$ cat config.mk
export PLATFORM = sky130hd
export DESIGN_NAME = pool_ctrl
export DESIGN_NICKNAME = d
export VERILOG_FILES = /design/src/rtl/pool_ctrl.sv
export SDC_FILE = /design/constraint.sdc
export NUM_CORES = 1
export LEC_CHECK = 0
export CORE_MARGIN = 1.5
export CORE_UTILIZATION = 39
export CTS_CLUSTER_SIZE = 20
export DETAILED_ROUTE_END_ITERATION = 6
export DONT_BUFFER_PORTS = 1
export HOLD_SLACK_MARGIN = 0.03
export PLACE_DENSITY_LB_ADDON = 0.3
export SYNTH_ARGS = -nofsm -noshare
export SYNTH_HDL_FRONTEND = slang
export SYNTH_SLANG_ARGS = --single-unit
$ cat constraint.sdc
create_clock -name clk -period 2.2 [get_ports clk]
set_input_delay 0.33 -clock clk [delete_from_list [all_inputs] [get_ports clk]]
set_output_delay 0.33 -clock clk [all_outputs]
set_load 0.01 [all_outputs]
$ cat src/rtl/pool_ctrl.sv
// 2x2 max-pool sequencing controller: walks a MAP_W x MAP_H feature map, steers the line FIFO, flags full windows.
// Optional POOL_CTRL_DROP_CHK_EN adds a sticky flag for pixels offered while the controller is not accepting.
module pool_ctrl #(
   parameter int MAP_W = 28,
   parameter int MAP_H = 28
) (
   input  logic       clk,
   input  logic       rst,
   input  logic       start,
   input  logic       in_valid,
   output logic       in_ready,
   output logic       fifo_wrreq,
   output logic       fifo_rdreq,
   output logic       fifo_clr,
   output logic       win_valid,
   output logic [5:0] col_idx,
   output logic [5:0] row_idx,
   output logic       busy,
   output logic       done,
   output logic       err_drop
);

   typedef enum logic [1:0] {S_IDLE, S_EVEN, S_ODD, S_DONE} state_t;

   localparam logic [5:0] LAST_COL = 6'(MAP_W - 1);
   localparam logic [5:0] LAST_ROW = 6'(MAP_H - 1);

   state_t     r_state, w_next;
   logic [5:0] r_col, r_row;
   logic       r_win;
   logic       w_row_st, w_accept, w_start_ok, w_last_col, w_last_row;

   assign w_last_col = (r_col == LAST_COL);
   assign w_last_row = (r_row == LAST_ROW);

   always_ff @(posedge clk) begin
      if (rst) r_state <= S_IDLE;
      else     r_state <= w_next;
   end

   always_comb begin
      w_next = r_state;
      case (r_state)
         S_IDLE:  if (start) w_next = S_EVEN;
         S_EVEN:  if (w_accept && w_last_col) w_next = w_last_row ? S_DONE : S_ODD;
         S_ODD:   if (w_accept && w_last_col) w_next = w_last_row ? S_DONE : S_EVEN;
         default: w_next = S_IDLE;
      endcase
   end

   // Every output is forced to its idle value while rst is high, so reset wins over start/in_valid.
   always_comb begin
      w_row_st   = (r_state == S_EVEN) || (r_state == S_ODD);
      w_start_ok = (r_state == S_IDLE) && start;
      in_ready   = w_row_st && !rst;
      w_accept   = in_valid && in_ready;
      fifo_wrreq = w_accept && (r_state == S_EVEN);
      fifo_rdreq = w_accept && (r_state == S_ODD);
      fifo_clr   = rst || w_start_ok;
      busy       = (r_state != S_IDLE) && !rst;
      done       = (r_state == S_DONE) && !rst;
      win_valid  = r_win && !rst;
   end

   always_ff @(posedge clk) begin
      if (rst || w_start_ok) begin
         r_col <= '0;
         r_row <= '0;
      end else if (w_accept) begin
         if (w_last_col) begin
            r_col <= '0;
            r_row <= w_last_row ? 6'd0 : r_row + 6'd1;
         end else begin
            r_col <= r_col + 6'd1;
         end
      end
   end

   // A window closes on the odd-column pixel of an odd row, which is the bottom-right of the 2x2.
   always_ff @(posedge clk) begin
      if (rst) r_win <= 1'b0;
      else     r_win <= w_accept && (r_state == S_ODD) && r_col[0];
   end

   assign col_idx = r_col;
   assign row_idx = r_row;

`ifdef POOL_CTRL_DROP_CHK_EN
   logic r_err;
   always_ff @(posedge clk) begin
      if (rst || w_start_ok)         r_err <= 1'b0;
      else if (in_valid && !in_ready) r_err <= 1'b1;
   end
   assign err_drop = r_err && !rst;
`else
   assign err_drop = 1'b0;
`endif

endmodule

Register map, names as in the netlist:
Other sequential cells in the stronger gray, the rest of the logic in the fainter gray.
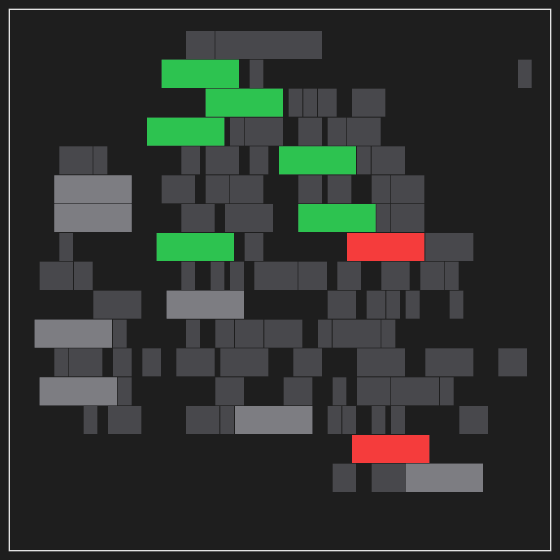
[red] `r_state` | sequential cells: 2
[green] `row_idx` | sequential cells: 6 | where: north
not colored: 7
Seq area share: 32.26%
register area: 300.3 sq um
fin util: 42.49%

Congestion heat map:
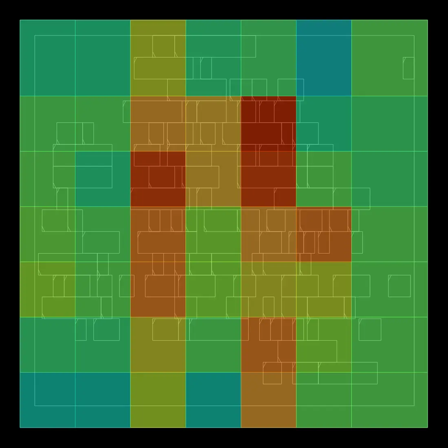
Most Used Layer, Global Route: met2
met1 usage: 18.21%
met3 usage: 5.848%
Wirelength per Cell: 14.45 um
M2 GR Usage: 27.85%

Sizing map:
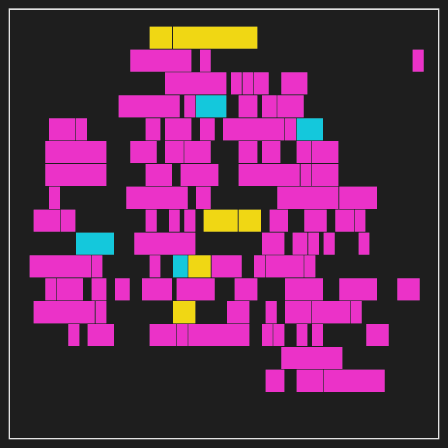
[magenta] _0 and _1 cells | cells: 92
[cyan] _2 cells | cells: 4
[yellow] _3 and _4 cells | cells: 6
setup slack after layout: 0.2148 ns
post-route cell area: 930.9 sq um
Buffers, non-clock: 1
area grow syn2layout: 4.056%

Cell area per tile:
10 x 10 tiles, from black (low) to pale yellow (high), 0 to 100% covered.
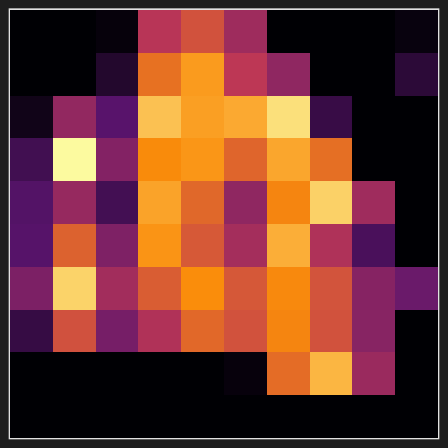
nearly empty tiles: 34%
emptiest ninth of the die: north-east
tiles over 75% full: 15%
Core Area: 2191 sq um
floorplan core density: 40.83%

-- cell families (layout without fill, tap and decap cells) --
logic type                 count (synthesis)  after routing  share of synthesized area (%)
adders and majority gates                  7              7                          9.790
other                                      1              1                         0.4192
xor gates and xnor gates                  10             10                          9.791
muxes                                      1              1                          1.119
and+or+nand+nor                           46             46                          28.25
AOI/OAI and AO/OA                         10             10                          9.932
DFF                                       15             15                          33.57
buffers and inverters                     11             12                          7.134
-- critical path, delay by kind of cell, from the launching register on --
kind | cells | cell delay (ns)
flip-flops | 1 | 0.44
adder cells (fa/ha/maj) | 1 | 0.32
AND/OR/NAND/NOR | 2 | 0.50
buffers and inverters | 1 | 0.11
==> reports/results.txt <==
Minimum clock period after layout: 1.985 ns
Clock power frac: 23.3%
Initial antenna violation count: 0
Root Driver: clkbuf_4
Endpoint type of the worst setup path: primary output
Status: finished clean
Worst-path clk slew: 0.09 ns
Distinct cells, synth: 31
DR pass1 iterations: 4
# Cells Yosys: 101
Post-Layout Cell Count: 130
Data required time at the worst endpoint: 1.87 ns
Max VDD drop: 0.3594 mV
Worst Setup Start Kind: flop
Pint: 0.4285 mW
Clock sink count: 15
RR Endpoint: row_idx[4]$_SDFFE_PP0P_
Tapcell Cnt: 28
Commonest cells post-synth: 18 x nor2_1, 15 x dfxtp_1, 7 x ha_1, 7 x inv_1, 7 x xor2_1
Worst Hold Launch: rst
Asr flop ratio synth: 0%
Hold EP: r_state[0]$_SDFFE_PP0P_
CLK BUF: 3
Finish-stage setup viols: 0
Yosys top cell by instances: nor2_1
Synth Seq Share: 33.57%
I/O pin count: 24
DR top layer: met4
DRC: 0
Max FO, Critical Path: 6
Power figures rest on the tool's default switching activity, not on a simulated workload.
